<file path="src/rtl/perf_counter_reader_pkg.sv">
// Shared constants for the performance-counter read side:
// address map, dump framing and FSM state encodings.
package perf_counter_reader_pkg;

    localparam int          NUM_CTRS   = 5;
    localparam int          HI_W       = 32;
    localparam int          LO_W       = 32;
    localparam logic [31:0] DUMP_MAGIC = 32'hC0FFEE01;

    localparam logic [3:0] ADDR_LO_BASE = 4'd0;
    localparam logic [3:0] ADDR_HI_BASE = 4'd5;
    localparam logic [3:0] ADDR_SNAP_ID = 4'd10;
    localparam logic [3:0] ADDR_STATUS  = 4'd11;

    localparam logic [3:0] DUMP_LAST_IDX = 4'd10;

    localparam logic [1:0] ST_IDLE = 2'd0;
    localparam logic [1:0] ST_RESP = 2'd1;
    localparam logic [1:0] ST_DUMP = 2'd2;

endpackage

</file>
<file path="src/rtl/perf_counter_reader_if.sv">
// Read request / response channel between a debug master
// and the performance-counter reader.
interface perf_counter_reader_if;

    logic        req_valid;
    logic        req_ready;
    logic [3:0]  req_addr;
    logic        resp_valid;
    logic        resp_ready;
    logic [31:0] resp_data;
    logic        resp_err;
    logic        resp_last;

    modport master (
        output req_valid, req_addr, resp_ready,
        input  req_ready, resp_valid, resp_data, resp_err, resp_last
    );

    modport slave (
        input  req_valid, req_addr, resp_ready,
        output req_ready, resp_valid, resp_data, resp_err, resp_last
    );

endinterface

</file>
<file path="src/rtl/perf_counter_reader_counter_wrap_ext.sv">
// Extends one free-running counter with a wrap-count high word.
// ext is combinational so a wrap in the current cycle is visible.
module counter_wrap_ext #(
    parameter int LO_W = 32,
    parameter int HI_W = 32
) (
    input  logic                 clk,
    input  logic                 reset,
    input  logic [LO_W-1:0]      cur,
    output logic [LO_W+HI_W-1:0] ext
);

    logic [LO_W-1:0] prev;
    logic [HI_W-1:0] hi;
    logic [HI_W-1:0] hi_next;
    logic            wrap;

    assign wrap    = (cur < prev);
    assign hi_next = hi + {{(HI_W-1){1'b0}}, wrap};
    assign ext     = {hi_next, cur};

    always_ff @(posedge clk or posedge reset) begin
        if (reset) begin
            prev <= '0;
            hi   <= '0;
        end else begin
            prev <= cur;
            hi   <= hi_next;
        end
    end

endmodule

</file>
<file path="src/rtl/perf_counter_reader.sv">
// Samples the core perf counters, keeps 64-bit shadows and serves
// single-word reads or a framed 11-word dump over a valid/ready channel.
module perf_counter_reader
    import perf_counter_reader_pkg::*;
(
    input  logic                  clk,
    input  logic                  reset,
    input  logic [31:0]           cycle_count_i,
    input  logic [31:0]           instruction_count_i,
    input  logic [31:0]           stall_count_i,
    input  logic [31:0]           branch_count_i,
    input  logic [31:0]           branch_mispredicts_i,
    perf_counter_reader_if.slave  bus,
    input  logic                  dump_start,
    output logic                  dump_busy,
    output logic [7:0]            snapshot_id
);

    logic [LO_W-1:0]      cur [NUM_CTRS];
    logic [LO_W+HI_W-1:0] ext [NUM_CTRS];

    assign cur[0] = cycle_count_i;
    assign cur[1] = instruction_count_i;
    assign cur[2] = stall_count_i;
    assign cur[3] = branch_count_i;
    assign cur[4] = branch_mispredicts_i;

    for (genvar k = 0; k < NUM_CTRS; k++) begin : g_ext
        counter_wrap_ext #(.LO_W(LO_W), .HI_W(HI_W)) u_ext (
            .clk   (clk),
            .reset (reset),
            .cur   (cur[k]),
            .ext   (ext[k])
        );
    end

    // Shadow words 0..4 hold lo halves, 5..9 hi halves, matching the map.
    logic [31:0] shadow_w [2*NUM_CTRS];
    logic [1:0]  state;
    logic [3:0]  idx;
    logic [31:0] data_q;
    logic        err_q;

    logic        in_idle;
    logic        start_dump;
    logic        accept;
    logic        snap;
    logic [31:0] rd_data;
    logic        rd_err;
    logic [3:0]  half;
    logic [3:0]  dump_sel;
    logic [31:0] dump_word;

    assign in_idle    = (state == ST_IDLE);
    assign start_dump = in_idle && dump_start;
    assign accept     = in_idle && !dump_start && bus.req_valid;
    assign snap       = start_dump
                      || (accept && bus.req_addr == ADDR_LO_BASE);

    assign bus.req_ready = in_idle && !dump_start;
    assign dump_busy     = (state == ST_DUMP);

    always_comb begin
        rd_data = '0;
        rd_err  = 1'b0;
        if (bus.req_addr == ADDR_LO_BASE) begin
            rd_data = ext[0][31:0];
        end else if (bus.req_addr < ADDR_SNAP_ID) begin
            rd_data = shadow_w[bus.req_addr];
        end else if (bus.req_addr == ADDR_SNAP_ID) begin
            rd_data = {24'b0, snapshot_id};
        end else if (bus.req_addr == ADDR_STATUS) begin
            rd_data = {31'b0, dump_busy};
        end else begin
            rd_err = 1'b1;
        end
    end

    // Dump order after the magic word: lo0,hi0,lo1,hi1,...
    assign half     = (idx - 4'd1) >> 1;
    assign dump_sel = idx[0] ? half : half + ADDR_HI_BASE;

    always_comb begin
        dump_word = DUMP_MAGIC;
        if (idx != 4'd0) begin
            dump_word = shadow_w[dump_sel];
        end
    end

    always_comb begin
        bus.resp_valid = 1'b0;
        bus.resp_data  = '0;
        bus.resp_err   = 1'b0;
        bus.resp_last  = 1'b0;
        unique case (1'b1)
            (state == ST_RESP): begin
                bus.resp_valid = 1'b1;
                bus.resp_data  = data_q;
                bus.resp_err   = err_q;
                bus.resp_last  = 1'b1;
            end
            (state == ST_DUMP): begin
                bus.resp_valid = 1'b1;
                bus.resp_data  = dump_word;
                bus.resp_last  = (idx == DUMP_LAST_IDX);
            end
            default: ;
        endcase
    end

    always_ff @(posedge clk or posedge reset) begin
        if (reset) begin
            state  <= ST_IDLE;
            idx    <= '0;
            data_q <= '0;
            err_q  <= 1'b0;
        end else begin
            unique case (1'b1)
                (state == ST_IDLE): begin
                    if (start_dump) begin
                        state <= ST_DUMP;
                        idx   <= '0;
                    end else if (accept) begin
                        state  <= ST_RESP;
                        data_q <= rd_data;
                        err_q  <= rd_err;
                    end
                end
                (state == ST_RESP): begin
                    if (bus.resp_ready) begin
                        state <= ST_IDLE;
                    end
                end
                (state == ST_DUMP): begin
                    if (bus.resp_ready) begin
                        if (idx == DUMP_LAST_IDX) begin
                            state <= ST_IDLE;
                            idx   <= '0;
                        end else begin
                            idx <= idx + 4'd1;
                        end
                    end
                end
                default: state <= ST_IDLE;
            endcase
        end
    end

    always_ff @(posedge clk or posedge reset) begin
        if (reset) begin
            snapshot_id <= '0;
            for (int k = 0; k < 2*NUM_CTRS; k++) begin
                shadow_w[k] <= '0;
            end
        end else if (snap) begin
            snapshot_id <= snapshot_id + 8'd1;
            for (int k = 0; k < NUM_CTRS; k++) begin
                shadow_w[k]          <= ext[k][31:0];
                shadow_w[k+NUM_CTRS] <= ext[k][63:32];
            end
        end
    end

endmodule

</file>
<file path="src/flat_wrapper.sv">
// flat-port wrapper written by rule: the top's interface ports become plain ports
module perf_counter_reader_flat import perf_counter_reader_pkg::*;
  (clk, reset, cycle_count_i, instruction_count_i, stall_count_i, branch_count_i, branch_mispredicts_i, dump_start, dump_busy, snapshot_id, bus_req_valid, bus_req_addr, bus_resp_ready, bus_req_ready, bus_resp_valid, bus_resp_data, bus_resp_err, bus_resp_last);
  perf_counter_reader_if bus_i ();
  input  logic clk;
  input  logic reset;
  input  logic [31:0] cycle_count_i;
  input  logic [31:0] instruction_count_i;
  input  logic [31:0] stall_count_i;
  input  logic [31:0] branch_count_i;
  input  logic [31:0] branch_mispredicts_i;
  input  logic dump_start;
  output logic dump_busy;
  output logic [7:0] snapshot_id;
  input wire logic [$bits(bus_i.req_valid)-1:0] bus_req_valid;
  input wire logic [$bits(bus_i.req_addr)-1:0] bus_req_addr;
  input wire logic [$bits(bus_i.resp_ready)-1:0] bus_resp_ready;
  output wire logic [$bits(bus_i.req_ready)-1:0] bus_req_ready;
  output wire logic [$bits(bus_i.resp_valid)-1:0] bus_resp_valid;
  output wire logic [$bits(bus_i.resp_data)-1:0] bus_resp_data;
  output wire logic [$bits(bus_i.resp_err)-1:0] bus_resp_err;
  output wire logic [$bits(bus_i.resp_last)-1:0] bus_resp_last;
  assign bus_i.req_valid = bus_req_valid;
  assign bus_i.req_addr = bus_req_addr;
  assign bus_i.resp_ready = bus_resp_ready;
  assign bus_req_ready = bus_i.req_ready;
  assign bus_resp_valid = bus_i.resp_valid;
  assign bus_resp_data = bus_i.resp_data;
  assign bus_resp_err = bus_i.resp_err;
  assign bus_resp_last = bus_i.resp_last;
  perf_counter_reader u_core (.clk(clk), .reset(reset), .cycle_count_i(cycle_count_i), .instruction_count_i(instruction_count_i), .stall_count_i(stall_count_i), .branch_count_i(branch_count_i), .branch_mispredicts_i(branch_mispredicts_i), .bus(bus_i), .dump_start(dump_start), .dump_busy(dump_busy), .snapshot_id(snapshot_id));
endmodule
</file>
<file path="config.mk">
export PLATFORM = sky130hd
export DESIGN_NAME = perf_counter_reader_flat
export DESIGN_NICKNAME = d
export VERILOG_FILES = /design/src/rtl/perf_counter_reader_pkg.sv /design/src/rtl/perf_counter_reader_if.sv /design/src/rtl/perf_counter_reader_counter_wrap_ext.sv /design/src/rtl/perf_counter_reader.sv /design/src/flat_wrapper.sv
export SDC_FILE = /design/constraint.sdc
export NUM_CORES = 2
export LEC_CHECK = 0
export ABC_AREA = 1
export CORE_UTILIZATION = 40
export DETAILED_ROUTE_END_ITERATION = 12
export SLEW_MARGIN = 20
export SYNTH_ARGS = -nofsm -noshare
export SYNTH_HDL_FRONTEND = slang
export SYNTH_SLANG_ARGS = --single-unit
</file>
<file path="constraint.sdc">
create_clock -name clk -period 33.3 [get_ports clk]
set_input_delay 6.66 -clock clk [delete_from_list [all_inputs] [get_ports clk]]
set_output_delay 6.66 -clock clk [all_outputs]
set_load 0.005 [all_outputs]
</file>
==> reports/results.tsv <==
stage	metric	value	unit
outcome	status	finished, final reports clean	
timing	setup_tns	0	ps
die	Die X	303	um
setup_path	crit-path cells	clkdlybuf4s50_1, nor2_2, clkdlybuf4s50_1	
die	fp util	40.4	%
clock_tree	clk_lat worst skew	640	ps
setup_path	terminus of the critical flop-to-flop path	u_core.shadow_w[154]	
synth	top-count cell post-synth	nand2_1	
timing	Peak Freq	0.0693	GHz
setup_path	Worst setup EP type	output pin	
finish	Non-Clock Inverter Count	531	
die	Die Span Y	303	um
power	total power	3830	uW
synth	top cells, area	dfrtp_1 47%, nand2_1 16%, o21ai_0 6.2%, ha_1 6.0%, inv_1 5.4%	
placement	Final GP Congestion	0.946	
timing	Worst-Margin Slew	1110	ps
global_route	M3 GR Usage	4.36	%
synth	yosys stat cell total	4594	
finish	Top reg by flops	u_core.shadow_w	
power	Flop pwr share	30.4	%
clock_tree	CTS root buffer	clkbuf_16	
synth	Seq/Total Area, Yosys	47.4	%
finish	ant diodes	0	
synth	ranking of synthesized cells by instance count	1541 x nand2_1, 687 x dfrtp_1, 526 x inv_1, 449 x o21ai_0, 216 x nand3_1	
finish	nets@finish	5073	
setup_path	worst path required time	26640	ps
power	sw power	1750	uW
clock_tree	CTS tree	yes	
synth	Simple-Gate Area Share	23.4	%
setup_path	Crit Path Category	input port to output pin	
synth	synth unique cells	49	
power	clock power share	25.6	%
placement	Post-DP HPWL	92400	um
timing	final hold viol count	0	
clock_tree	Reg clk slew, reported paths	60	ps
-- metrics by stage --
| stage | setup WS [ps] | area (um2) | cells |
|---|---|---|---|
| after floorplan | 7380 | 36300 | 4594 |
| after global placement | 18850 | 39400 | 5823 |
| after detailed placement | 18870 | 39400 | 5823 |
| after CTS | 18870 | 42300 | 5967 |
| after global routing | 18830 | 42300 | 5967 |
| final | 18870 | 42300 | 5967 |
-- worst max path at each step --
stage / start / to / slack (ps) / cells past startpoint
detailed placement: dump_start / bus_req_ready / 18870 / 3
global route: dump_start / bus_req_ready / 18830 / 3
CTS: dump_start / bus_req_ready / 18870 / 3
global placement: dump_start / bus_req_ready / 18850 / 3
floorplan: reset / u_core.data_q[0] / 7380 / 1
finish: dump_start / bus_req_ready / 18870 / 3
### Wiring by layer

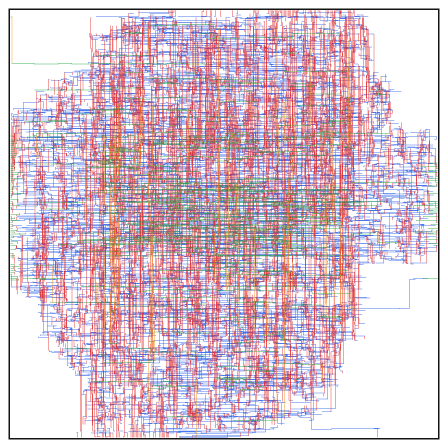
Key: metal 1 = blue [wire length 57.1 mm]; metal 4 = orange [wire length 4720 um]; metal 2 = red [wire length 55.6 mm]; metal 3 = green [wire length 9500 um]
gr usage total: 27.8%
final WL: 127000 um
Routed WL per cell: 21.3 um
detailed-route via count: 31812

### Close-up of the layout

Window x 132 to 172, y 71 to 111 um. Cells in gray, sequential cells in the stronger gray; small squares are vias.
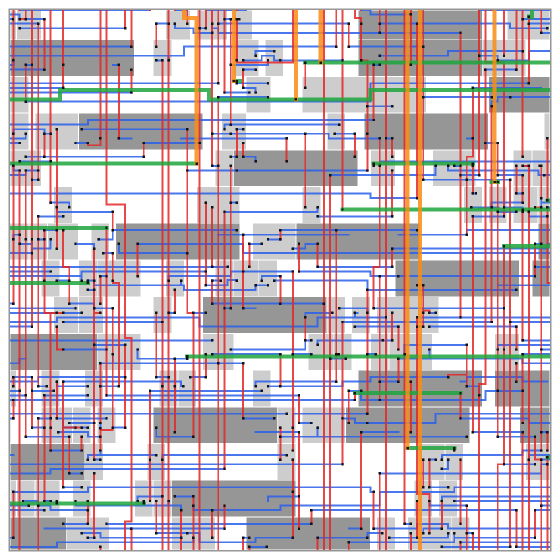
Key: metal 2 = red; metal 3 = green; metal 4 = orange; metal 1 = blue
Most frequent: nand2_1 (24), dfrtp_1 (17), inv_1 (13). Netlist names of flops here include `u_core.g_ext.u_ext.hi` (14), `u_core.shadow_w` (3). 99 logic cells have their middle in the window. Sequential cells in the window: 17.

Power and IR drop assume default switching activity.
